Fig. 1: run 1, logic cells by family
Drawn at 8 px/um.
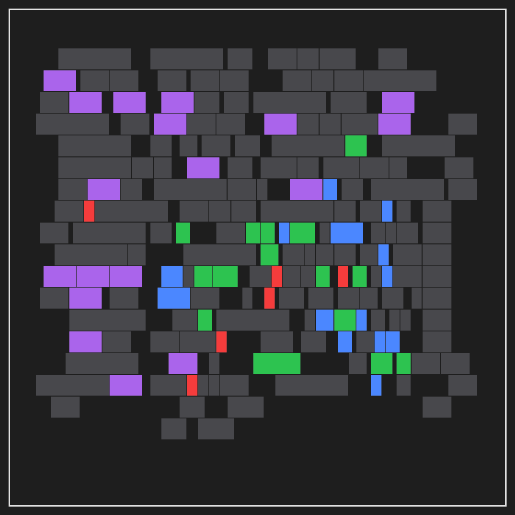
Fig. 2: run 1, a small window of the routed layout
Region (11, 22) to (51, 62) um. Cells in gray, sequential cells in the stronger gray; small squares are vias.
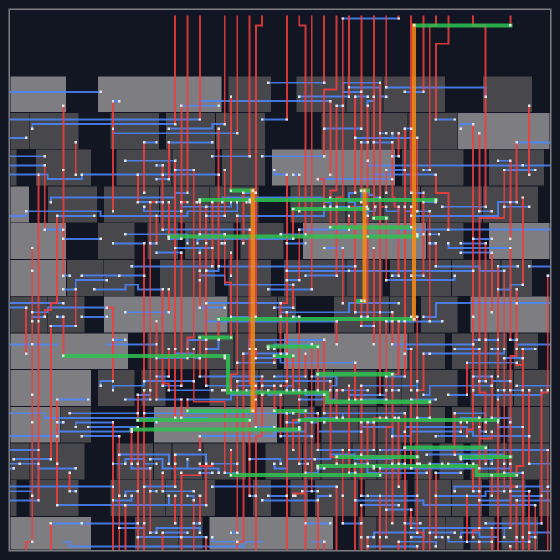
Fig. 3: run 1, register map, names as in the netlist
Drawn at 8 px/um.
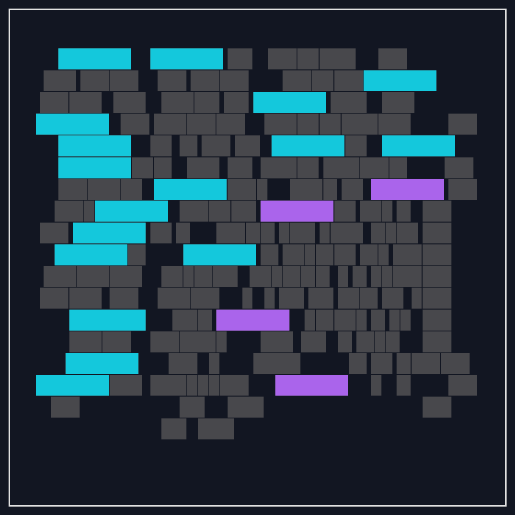
$ cat config.mk
export PLATFORM = sky130hd
export DESIGN_NAME = control_unit
export DESIGN_NICKNAME = d
export VERILOG_FILES = /design/src/rtl/cpu_pkg.sv /design/src/rtl/instr_decode.sv /design/src/rtl/control_unit.sv
export SDC_FILE = /design/constraint.sdc
export NUM_CORES = 1
export LEC_CHECK = 0
export CORE_MARGIN = 3
export CORE_UTILIZATION = 44
export CTS_CLUSTER_SIZE = 40
export DETAILED_ROUTE_END_ITERATION = 16
export PLACE_DENSITY = 0.95
export REMOVE_ABC_BUFFERS = 1
export SYNTH_ARGS = -nofsm -noshare
export SYNTH_HDL_FRONTEND = slang
export SYNTH_SLANG_ARGS = --single-unit
$ cat constraint.sdc
create_clock -name clock -period 3 [get_ports clock]
set_input_delay 0.3 -clock clock [delete_from_list [all_inputs] [get_ports clock]]
set_output_delay 0.3 -clock clock [all_outputs]
set_load 0.02 [all_outputs]
$ cat src/rtl/cpu_pkg.sv
// cpu_pkg: shared opcodes, FSM states, ALU codes, IR field positions
// Imported by instr_decode and control_unit.
package cpu_pkg;

  localparam int IR_MSB    = 31;
  localparam int OP_LSB    = 27;
  localparam int RA_LSB    = 23;
  localparam int RB_LSB    = 19;
  localparam int RC_LSB    = 15;
  localparam int FIELD_LSB = 15;

  localparam logic [4:0] OP_LD   = 5'b00000;
  localparam logic [4:0] OP_ST   = 5'b00001;
  localparam logic [4:0] OP_ADD  = 5'b00011;
  localparam logic [4:0] OP_SUB  = 5'b00100;
  localparam logic [4:0] OP_AND  = 5'b00101;
  localparam logic [4:0] OP_OR   = 5'b00110;
  localparam logic [4:0] OP_SHR  = 5'b00111;
  localparam logic [4:0] OP_SHL  = 5'b01000;
  localparam logic [4:0] OP_ROR  = 5'b01001;
  localparam logic [4:0] OP_ROL  = 5'b01010;
  localparam logic [4:0] OP_NOP  = 5'b11010;
  localparam logic [4:0] OP_HALT = 5'b11011;

  typedef enum logic [3:0] {
    S_IDLE, S_T0, S_T1, S_T2, S_T3,
    S_T4, S_T5, S_T6, S_T7, S_HALT
  } state_e;

  typedef enum logic [3:0] {
    ALU_PASS, ALU_ADD, ALU_SUB, ALU_AND, ALU_OR,
    ALU_SHR, ALU_SHL, ALU_ROR, ALU_ROL
  } alu_op_e;

  typedef enum logic [2:0] {
    CL_RTYPE, CL_LD, CL_ST, CL_NOP, CL_HALT, CL_ILLEGAL
  } iclass_e;

endpackage

$ cat src/rtl/instr_decode.sv
// instr_decode: opcode -> instruction class and ALU function
// Ports: opcode in; cls, alu_op out. Purely combinational.
module instr_decode
  import cpu_pkg::*;
(
  input  logic [4:0] opcode,
  output iclass_e    cls,
  output alu_op_e    alu_op
);

  always_comb begin
    cls    = CL_ILLEGAL;
    alu_op = ALU_PASS;
    unique case (1'b1)
      (opcode >= OP_ADD && opcode <= OP_ROL): begin
        cls    = CL_RTYPE;
        // R-type opcodes are contiguous and map 1:1 onto ALU_ADD..ALU_ROL
        alu_op = alu_op_e'(4'(opcode - OP_ADD) + 4'(ALU_ADD));
      end
      (opcode == OP_LD):   cls = CL_LD;
      (opcode == OP_ST):   cls = CL_ST;
      (opcode == OP_NOP):  cls = CL_NOP;
      (opcode == OP_HALT): cls = CL_HALT;
      default:             cls = CL_ILLEGAL;
    endcase
  end

endmodule

$ cat src/rtl/control_unit.sv
// control_unit: hardwired T0-T7 strobe sequencer for the single-bus CPU.
// Ports: clock, clear (async high), run, ir, mem_ready in; datapath
// strobes, reg selects, alu_op, halted, illegal out.
// Option: CONTROL_UNIT_MEM_WAIT_EN stretches T1/ld T6/st T7 until mem_ready.
module control_unit
  import cpu_pkg::*;
#(
  parameter int DATA_W    = 32,
  parameter int REG_SEL_W = 4
) (
  input  logic                 clock,
  input  logic                 clear,
  input  logic                 run,
  input  logic [DATA_W-1:0]    ir,
  input  logic                 mem_ready,
  output logic                 pco,
  output logic                 pci,
  output logic                 incpc,
  output logic                 mari,
  output logic                 mdri,
  output logic                 mdro,
  output logic                 mdr_read,
  output logic                 iri,
  output logic                 ryi,
  output logic                 zi,
  output logic                 zlowo,
  output logic                 co,
  output logic                 rd,
  output logic                 wr,
  output logic                 reg_out_en,
  output logic                 reg_in_en,
  output logic [REG_SEL_W-1:0] reg_out_sel,
  output logic [REG_SEL_W-1:0] reg_in_sel,
  output logic [3:0]           alu_op,
  output logic                 halted,
  output logic                 illegal
);

  state_e state_q, state_d;
  logic [IR_MSB:FIELD_LSB] ir_q, ir_d;

  logic [4:0] op;
  logic [3:0] ra, rb, rc;
  iclass_e    cls;
  alu_op_e    alu_r;
  logic       mem_go;
  logic       unused_ir;

  assign op = ir_q[OP_LSB +: 5];
  assign ra = ir_q[RA_LSB +: 4];
  assign rb = ir_q[RB_LSB +: 4];
  assign rc = ir_q[RC_LSB +: 4];

  // Low IR bits only matter to the datapath's C sign-extender
  assign unused_ir = ^{ir[FIELD_LSB-1:0], mem_ready};

`ifdef CONTROL_UNIT_MEM_WAIT_EN
  assign mem_go = mem_ready;
`else
  assign mem_go = 1'b1;
`endif

  instr_decode u_dec (
    .opcode (op),
    .cls    (cls),
    .alu_op (alu_r)
  );

  always_comb begin
    state_d = state_q;
    ir_d    = ir_q;
    case (state_q)
      S_IDLE: if (run) state_d = S_T0;
      S_T0:   state_d = S_T1;
      S_T1:   if (mem_go) state_d = S_T2;
      S_T2: begin
        // shadow copy taken with the IR load; held to end of instruction
        ir_d    = ir[IR_MSB:FIELD_LSB];
        state_d = S_T3;
      end
      S_T3: begin
        case (cls)
          CL_RTYPE, CL_LD, CL_ST: state_d = S_T4;
          CL_HALT:                state_d = S_HALT;
          default:                state_d = S_T0;
        endcase
      end
      S_T4: state_d = S_T5;
      S_T5: state_d = (cls == CL_RTYPE) ? S_T0 : S_T6;
      S_T6: begin
        if (cls != CL_LD || mem_go) state_d = S_T7;
      end
      S_T7: begin
        if (cls != CL_ST || mem_go) state_d = S_T0;
      end
      S_HALT: state_d = S_HALT;
      default: state_d = S_IDLE;
    endcase
  end

  always_ff @(posedge clock or posedge clear) begin
    if (clear) begin
      state_q <= S_IDLE;
      ir_q    <= '0;
    end else begin
      state_q <= state_d;
      ir_q    <= ir_d;
    end
  end

  always_comb begin
    pco         = 1'b0;
    pci         = 1'b0;
    incpc       = 1'b0;
    mari        = 1'b0;
    mdri        = 1'b0;
    mdro        = 1'b0;
    mdr_read    = 1'b0;
    iri         = 1'b0;
    ryi         = 1'b0;
    zi          = 1'b0;
    zlowo       = 1'b0;
    co          = 1'b0;
    rd          = 1'b0;
    wr          = 1'b0;
    reg_out_en  = 1'b0;
    reg_in_en   = 1'b0;
    reg_out_sel = '0;
    reg_in_sel  = '0;
    alu_op      = ALU_PASS;
    halted      = 1'b0;
    illegal     = 1'b0;
    case (state_q)
      S_T0: begin
        pco   = 1'b1;
        mari  = 1'b1;
        incpc = 1'b1;
        zi    = 1'b1;
      end
      S_T1: begin
        zlowo    = 1'b1;
        pci      = 1'b1;
        rd       = 1'b1;
        mdri     = 1'b1;
        mdr_read = 1'b1;
      end
      S_T2: begin
        mdro = 1'b1;
        iri  = 1'b1;
      end
      S_T3: begin
        case (cls)
          CL_RTYPE: begin
            reg_out_en  = 1'b1;
            reg_out_sel = REG_SEL_W'(rb);
            ryi         = 1'b1;
          end
          CL_LD, CL_ST: begin
            // rb=0 leaves the bus undriven so Y loads zero
            reg_out_en  = (rb != 4'd0);
            reg_out_sel = REG_SEL_W'(rb);
            ryi         = 1'b1;
          end
          CL_ILLEGAL: illegal = 1'b1;
          default: ;
        endcase
      end
      S_T4: begin
        zi = 1'b1;
        if (cls == CL_RTYPE) begin
          reg_out_en  = 1'b1;
          reg_out_sel = REG_SEL_W'(rc);
          alu_op      = alu_r;
        end else begin
          co     = 1'b1;
          alu_op = ALU_ADD;
        end
      end
      S_T5: begin
        zlowo = 1'b1;
        if (cls == CL_RTYPE) begin
          reg_in_en  = 1'b1;
          reg_in_sel = REG_SEL_W'(ra);
        end else begin
          mari = 1'b1;
        end
      end
      S_T6: begin
        mdri = 1'b1;
        if (cls == CL_LD) begin
          rd       = 1'b1;
          mdr_read = 1'b1;
        end else begin
          reg_out_en  = 1'b1;
          reg_out_sel = REG_SEL_W'(ra);
        end
      end
      S_T7: begin
        if (cls == CL_LD) begin
          mdro       = 1'b1;
          reg_in_en  = 1'b1;
          reg_in_sel = REG_SEL_W'(ra);
        end else begin
          wr = 1'b1;
        end
      end
      S_HALT: halted = 1'b1;
      default: ;
    endcase
  end

endmodule

==> Flow_metrics.wiki, run 1 <==
== Implementation results ==
{| class="wikitable"
! Metric !! Value
|-
| Global Route met1 Usage || 23.6%
|-
| Post-layout nets || 227
|-
| Flops after synth || 21
|-
| Area of the mapped netlist || 0.00137 sq mm
|-
| Count of buffers from port buffering || 49
|-
| Fraction of area in registers || 27.4%
|-
| Clock Skews || 0.00272 ns
|-
| Average footprint of a synthesized cell || 9.88 sq um
|-
| Cell Area, Placed || 0.00188 sq mm
|-
| Final hold violation count || 0
|-
| Crit end category || output port
|-
| Critical path startpoint || ir_q[28]
|-
| Total gr overflow || 0
|-
| Max IR drop VDD || 0.000492 V
|-
| Class of the most critical setup path || reg2out
|-
| Power share of the sequential group || 32.9%
|-
| Max_cap viols || 0
|-
| Fraction of the cycle the final worst path needs || 95.7%
|-
| Library cell occupying the most area in the post-synthesis netlist || sky130_fd_sc_hd__dfrtp_1
|-
| Clock insertion delay at the later pin of the skew report || 0.31 ns
|-
| Routed wirelength normalized by instance count || 16.7 um
|-
| Tally of unique sky130hd cells used after synthesis || 45
|-
| Most common cell in the synthesized netlist || sky130_fd_sc_hd__dfrtp_1
|-
| Area share of fa/ha/maj cells after synthesis || 1.82%
|-
| Area growth from synthesis to layout || 40.0%
|-
| Clock Sink Count || 21
|-
| Clock share of power || 7.9%
|-
| # rows || 19
|-
| Flop Count || 21
|-
| Layout filler cell count || 238
|-
| Crit-path cells || nor4_1 > and2_2 > a32oi_1 > nor2_1 > clkdlybuf4s50_1
|-
| Result of the run || finished clean
|-
| Metal1 wirelength || 1440 um
|-
| Post-Synth Simple-Gate Area || 24.3%
|-
| MUX share of area || 14.7%
|-
| WP data arrival || 2.57 ns
|-
| Power dissipated in the clock network || 0.000146 W
|-
| Master cell of the clock root buffer || sky130_fd_sc_hd__clkbuf_4
|-
| Total half-perimeter wirelength after legalization and detailed placement || 2900 um
|-
| Most heavily used metal layer in global routing || met2
|-
| Leading post-synthesis cells by cell area || sky130_fd_sc_hd__dfrtp_1 (38%), sky130_fd_sc_hd__mux2_2 (13%), sky130_fd_sc_hd__nor2_1 (3.8%)
|-
| Synth Area in Compound Gates || 13.8%
|-
| Antenna violations before repair || 0
|-
| Ports || 66
|-
| Top cell type's share of synthesized area || 38.3%
|-
| Number of standard cells reported by yosys || 139
|-
| Clock transition at path regs || 0.13 ns
|-
| Grt met3 use || 4.13%
|-
| Number of buffers created by CTS || 3
|-
| Internal power || 0.00103 W
|-
| First-pass GRT wire length || 5400 um
|-
| Classification of the worst-slack hold path || in2async
|-
| PnR worst setup slack || 0.130 ns
|-
| Number of global-route vias before repair || 1142
|-
| Worst reg2reg path startpoint || ir_q[29]
|-
| Part of the Yosys area used for sequential elements || 38.3%
|-
| Post-DRT Antenna Nets || 0
|-
| Largest fanout on the critical path || 10
|-
| Iteration-0 DRC count of the detailed router || 91
|-
| Tap Cells || 31
|-
| Kind of launch point of the worst setup path || flip-flop
|-
| Largest net degree at the start of global routing || 22
|}
-- Fig. 1 (at the start) --
| family | color | cells |
|---|---|---|
| aoi and oai cells | green | 15 |
| inv cells | red | 6 |
| mux cells | purple | 18 |
| nand cells | blue | 14 |
number of standard cells in the final layout excluding fillers: 219
most common logic cell in the routed design: sky130_fd_sc_hd__clkdlybuf4s50_1
fraction of area in multi-input gates: 39.4%

-- Fig. 2 (at the start) --
| layer | color |
|---|---|
| M4 | orange |
| M1 | blue |
| M2 | red |
| M3 | green |
netlist names of flops here include: ir_q (9), state_q (3)
most frequent: clkdlybuf4s50_1 (14), nor2_1 (11), dfrtp_1 (11)
sequential cells in the window: 12
cells with their middle in the window: 123

-- Fig. 3 (at the start) --
| netlist name | color | sequential cells |
|---|---|---|
| state_q | purple | 4 |
| ir_q | cyan | 17 |
Layout Utilization: 67.4%
sequential standard cell area: 527 sq um
Seq power: 0.000605 W

==> run 1: worst register-to-register path, stage by stage (launching register included) <==
cell	delay (ns)
sky130_fd_sc_hd__dfrtp_1	0.47
sky130_fd_sc_hd__inv_1	0.10
sky130_fd_sc_hd__ha_1	0.22
sky130_fd_sc_hd__mux2i_1	0.21
sky130_fd_sc_hd__a31oi_1	0.15
sky130_fd_sc_hd__buf_4	0.18
sky130_fd_sc_hd__a211o_1	0.29
sky130_fd_sc_hd__a21oi_1	0.15
==> run 1: state kept, by name (all words and copies together) (netlist names) <==
signal,count
ir_q,17
state_q,4
==> run 1: through the flow <==
stage | utilization, % | setup TNS (ns)
floorplan | - | 0
global placement | 65.9 | 0
detailed placement | 65.9 | 0
CTS | 66.8 | 0
global route | 67.4 | -0.0579
finish | 67.4 | 0
==> inputs of run 2 (changes only) <==
SETUP_SLACK_MARGIN = 0.02   (was default)
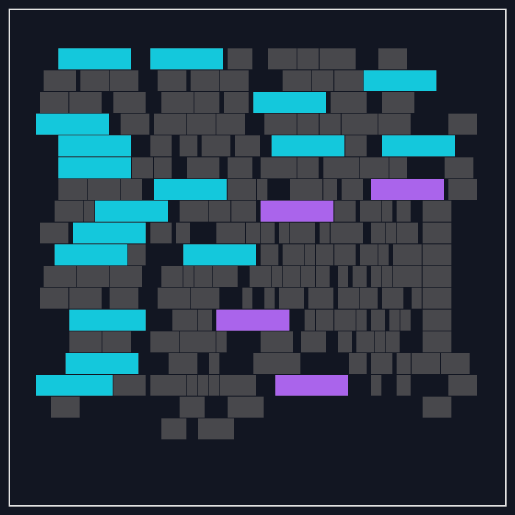
Fig. 4. Register map, names as in the netlist (run 2).
Drawn at 8 px/um.
| netlist name | color | sequential cells |
|---|---|---|
| state_q | purple | 4 |
| ir_q | cyan | 17 |

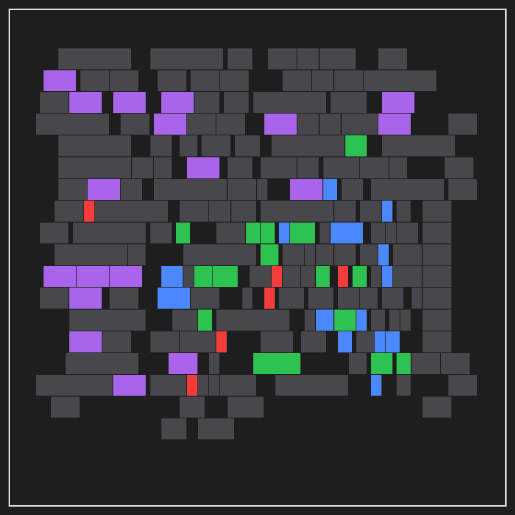
Fig. 5. Logic cells by family (run 2).
Drawn at 8 px/um.
| family | color | cells |
|---|---|---|
| nand cells | blue | 14 |
| inv cells | red | 6 |
| mux cells | purple | 18 |
| aoi and oai cells | green | 15 |

==> run 2 against run 1 <==
  * Critical path depth stayed put
  * Hold slack lost 0.011 ns
  * Clock skew rose by 0.0045 ns
  * Synthesized cell count unchanged
  * Clock power about the same
  * Clock-buffer cell count unchanged
  * Sequential cell count stayed put
  * Highest routed layer unchanged
==> Flow_metrics.wiki, run 2 <==
== Implementation results ==
{| class="wikitable"
! Metric !! Value
|-
| Post-route setup TNS || 0 ns (unchanged)
|-
| Master cell of the clock root buffer || sky130_fd_sc_hd__clkbuf_4
|-
| Flop Count || 21 (unchanged)
|-
| Area share of fa/ha/maj cells after synthesis || 1.82% (unchanged)
|-
| Register containing the most flip-flops in the final layout || ir_q
|-
| Fraction of area in registers || 27.4% (about the same)
|-
| Most common cell in the synthesized netlist || sky130_fd_sc_hd__dfrtp_1
|-
| Class of the most critical setup path || reg2out
|-
| Max IR drop VDD || 0.000493 V (about the same)
|-
| Post-DRT Antenna Nets || 0 (unchanged)
|-
| Max_cap viols || 0 (unchanged)
|-
| Post-Synth Simple-Gate Area || 24.3% (unchanged)
|-
| Registers with the highest flip-flop counts || ir_q (17), state_q (4)
|-
| Count of buffers from port buffering || 49 (unchanged)
|-
| Most common logic cell in the routed design || sky130_fd_sc_hd__clkdlybuf4s50_1
|-
| Clock insertion delay at the later pin of the skew report || 0.32 ns (about the same)
|-
| WP data arrival || 2.55 ns (-0.02 ns)
|-
| MUX share of area || 14.7% (unchanged)
|-
| Largest fanout on the critical path || 10 (unchanged)
|-
| Flops after synth || 21 (unchanged)
|-
| Area growth from synthesis to layout || 40.3%
|-
| # rows || 19 (unchanged)
|-
| Fraction of area in multi-input gates || 39.4% (-0.077 points)
|-
| Area of the mapped netlist || 0.00137 sq mm (unchanged)
|-
| Largest register FFs || 17 (unchanged)
|-
| Synth Area in Compound Gates || 13.8% (unchanged)
|-
| Layout Utilization || 67.5% (+0.13 points)
|-
| Clock Sink Count || 21 (unchanged)
|-
| First-pass GRT wire length || 5400 um (unchanged)
|-
| Number of buffers created by CTS || 3 (unchanged)
|-
| Routed wirelength normalized by instance count || 16.7 um (about the same)
|-
| Clock Skews || 0.00720 ns (+0.00448 ns)
|-
| Total gr overflow || 0 (unchanged)
|-
| Antenna violations before repair || 0 (unchanged)
|-
| Ports || 66 (unchanged)
|-
| Tally of unique sky130hd cells used after synthesis || 45 (unchanged)
|-
| Fraction of the cycle the final worst path needs || 95.0% (-0.67 points)
|-
| Critical path startpoint || ir_q[28]
|-
| Top cell type's share of synthesized area || 38.3% (unchanged)
|-
| Library cell occupying the most area in the post-synthesis netlist || sky130_fd_sc_hd__dfrtp_1
|-
| Final hold violation count || 0 (unchanged)
|-
| Result of the run || finished clean
|-
| Layout filler cell count || 237 (-0.42%)
|-
| Tap Cells || 31 (unchanged)
|-
| PnR worst setup slack || 0.150 ns (+0.0201 ns)
|-
| Iteration-0 DRC count of the detailed router || 91 (unchanged)
|-
| Kind of launch point of the worst setup path || flip-flop
|}
run 2: cell types whose count changed in the layout (fill, tap and decap cells not counted):
cell                              delta
sky130_fd_sc_hd__clkdlybuf4s50_1     -1
sky130_fd_sc_hd__dlymetal6s2s_1      +1
sky130_fd_sc_hd__dfrtp_2             +1
sky130_fd_sc_hd__dfrtp_1             -1
run 2: per-layer routing:
layer / routed length (um) / GRT usage, % / up-vias
met1: 1470 / 23.6 / 609
met2: 1880 / 33.2 / 73
met4: 40 / 4.24 / 0
li1: - / - / 600
met5: 0 / 0 / -
met3: 260 / 4.13 / 6
run 2: power breakdown:
| group | switching (W) | internal (W) |
|---|---|---|
| registers | 0.000179 | 0.000428 |
| logic | 0.000540 | 0.000551 |
| clock network | 0.0000973 | 0.0000510 |
| total | 0.000817 | 0.00103 |
==> inputs of run 3 (changes only) <==
ABC_AREA = 1   (was default)
CAP_MARGIN = 20   (was default)
CORE_UTILIZATION = 43   (was 44)
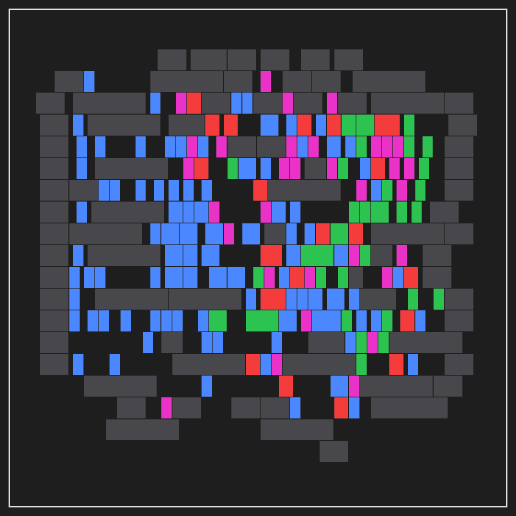
Fig. 6. Logic cells by family (run 3).
Drawn at 8 px/um.
| family | color | cells |
|---|---|---|
| nor cells | green | 31 |
| inv cells | magenta | 32 |
| aoi and oai cells | red | 20 |
| nand cells | blue | 91 |

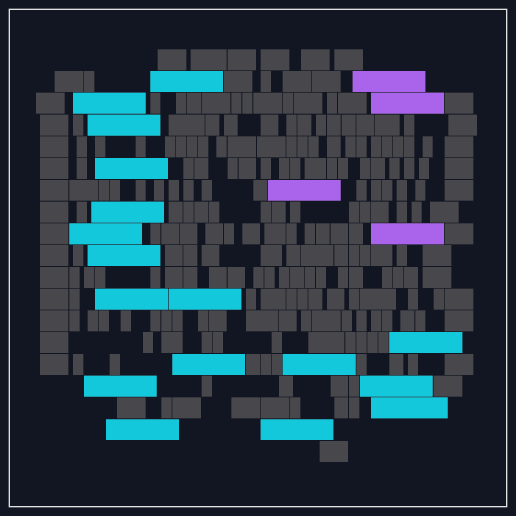
Fig. 7. Register map, names as in the netlist (run 3).
Drawn at 8 px/um.
| netlist name | color | sequential cells |
|---|---|---|
| ir_q | cyan | 17 |
| state_q | purple | 4 |

==> run 3 against run 2 <==
  * Die size increased by 0.34%
  * Register-to-register slack gained 0.24 ns
  * Critical path depth up 6
  * Final cell count grew 34%
  * Highest routed layer unchanged
  * Global-route usage decreased by 0.75 points
  * Critical endpoint is now reg_in_sel[1]
==> Flow_metrics.wiki, run 3 <==
== Implementation results ==
{| class="wikitable"
! Metric !! Value
|-
| Fraction of area in multi-input gates || 35.3% (-4.0 points)
|-
| Max IR drop VDD || 0.000477 V (-3.2%)
|-
| Clock insertion delay at the later pin of the skew report || 0.32 ns (about the same)
|-
| Tool warning count || 42
|-
| Most common cell in the synthesized netlist || sky130_fd_sc_hd__nand2_1
|-
| Cell Area, Placed || 0.00187 sq mm
|-
| Top metal layer carrying routed signals || met4
|-
| Seq power || 0.000550 W (-9.4%)
|-
| Power share of the sequential group || 29.8% (-3.1 points)
|-
| Library cell occupying the most area in the post-synthesis netlist || sky130_fd_sc_hd__dfrtp_1
|-
| Class of the most critical setup path || reg2out
|-
| Count of buffers from port buffering || 49 (unchanged)
|-
| Final hold violation count || 0 (unchanged)
|-
| Final non-clock buffer share || 26.4%
|-
| Heaviest power group || combinational cells
|-
| Clock Skews || 0.00616 ns (-0.00104 ns)
|-
| Layout Utilization || 66.1% (-1.4 points)
|-
| PnR worst setup slack || 0.215 ns (+0.0647 ns)
|-
| Most heavily used metal layer in global routing || met2
|-
| Critical path startpoint || ir_q[29]
|-
| Layout filler cell count || 254 (+7.2%)
|-
| Classification of the worst-slack hold path || in2async
|-
| WP data arrival || 2.48 ns (-0.07 ns)
|-
| Fraction of the cycle the final worst path needs || 92.8% (-2.2 points)
|-
| R2r worst-path depth || 9
|-
| Combinational gate power || 0.00115 W (+6%)
|-
| Grt met3 use || 5.58% (+1.4 points)
|-
| Area of the mapped netlist || 0.00135 sq mm (-1.9%)
|-
| Top cell type's share of synthesized area || 39.0% (+0.75 points)
|-
| Met2 layer usage reported by global route || 30.6% (-2.6 points)
|-
| Post-DRT Antenna Nets || 0 (unchanged)
|-
| Clock Sink Count || 21 (unchanged)
|-
| Ports || 66 (unchanged)
|-
| Total gr overflow || 0 (unchanged)
|-
| Tap Cells || 42 (+35%)
|-
| Number of standard cells reported by yosys || 202
|-
| Metal1 wirelength || 1410 um (-4.4%)
|-
| Registers with the highest flip-flop counts || ir_q (17), state_q (4)
|-
| Flops after synth || 21 (unchanged)
|-
| Most common logic cell in the routed design || sky130_fd_sc_hd__nand2_1
|-
| Iteration-0 DRC count of the detailed router || 63 (-31%)
|-
| First-pass GRT wire length || 5220 um (-3.4%)
|-
| Antenna violations before repair || 0 (unchanged)
|-
| Largest register FFs || 17 (unchanged)
|-
| Kind of launch point of the worst setup path || flip-flop
|-
| Clock share of power || 7.6% (-0.4 points)
|-
| Post-Synthesis Cells || 202
|-
| Global Route met1 Usage || 22.0% (-1.6 points)
|-
| Routed wirelength normalized by instance count || 11.4 um (-32%)
|-
| Switching portion of total power || 50.4% (+6.2 points)
|-
| Post-route setup TNS || 0 ns (unchanged)
|-
| Total half-perimeter wirelength after legalization and detailed placement || 2660 um
|-
| Master cell of the clock root buffer || sky130_fd_sc_hd__clkbuf_4
|-
| Area growth from synthesis to layout || 41.1%
|-
| Switching component of the power || 0.000930 W (+14%)
|-
| Power dissipated in the clock network || 0.000141 W (-5%)
|-
| Routed met2 length || 1640 um (-13%)
|-
| Number of buffers created by CTS || 3 (unchanged)
|-
| Register containing the most flip-flops in the final layout || ir_q
|-
| Flop Count || 21 (unchanged)
|-
| Result of the run || finished clean
|-
| Max_cap viols || 0 (unchanged)
|-
| Fraction of area in registers || 27.7% (+0.29 points)
|-
| Detailed route wirelength on metal3 || 252 um (-3.1%)
|-
| Proportion of power drawn by combinational gates || 62.5% (+3.4 points)
|-
| Internal power || 0.000915 W (-11%)
|-
| # rows || 19 (unchanged)
|-
| Clock buffer instance count of the final layout || 3
|}
run 3: netlist changes by cell type in the layout (fill, tap and decap cells not counted), sizes merged, moves of 6 or more:
cell,previous run,this run
inv,6,32
nand4,0,10
a21oi,4,10
nand2,7,71
mux2,17,0
nor2,15,28
dlymetal6s2s,8,2
nand3,3,10
clkdlybuf4s50,36,47
run 3: cells by family after synthesis:
| logic type | after synthesis | synth area share [%] |
|---|---|---|
| buffers and inverters | 37 | 11.1 |
| DFF | 21 | 39.0 |
| AOI/OAI and AO/OA | 20 | 8.17 |
| adders and majority gates | 2 | 1.86 |
| and+or+nand+nor | 122 | 39.8 |
run 3: final timing paths:
kind | endpoint
min reg2reg | ir_q[15]
max reg2reg | state_q[2]
max in group asynchronous | ir_q[28]
min in group clock | ir_q[15]
min | ir_q[27]
max | reg_in_sel[1]
Power is estimated from default activity; no workload was simulated.
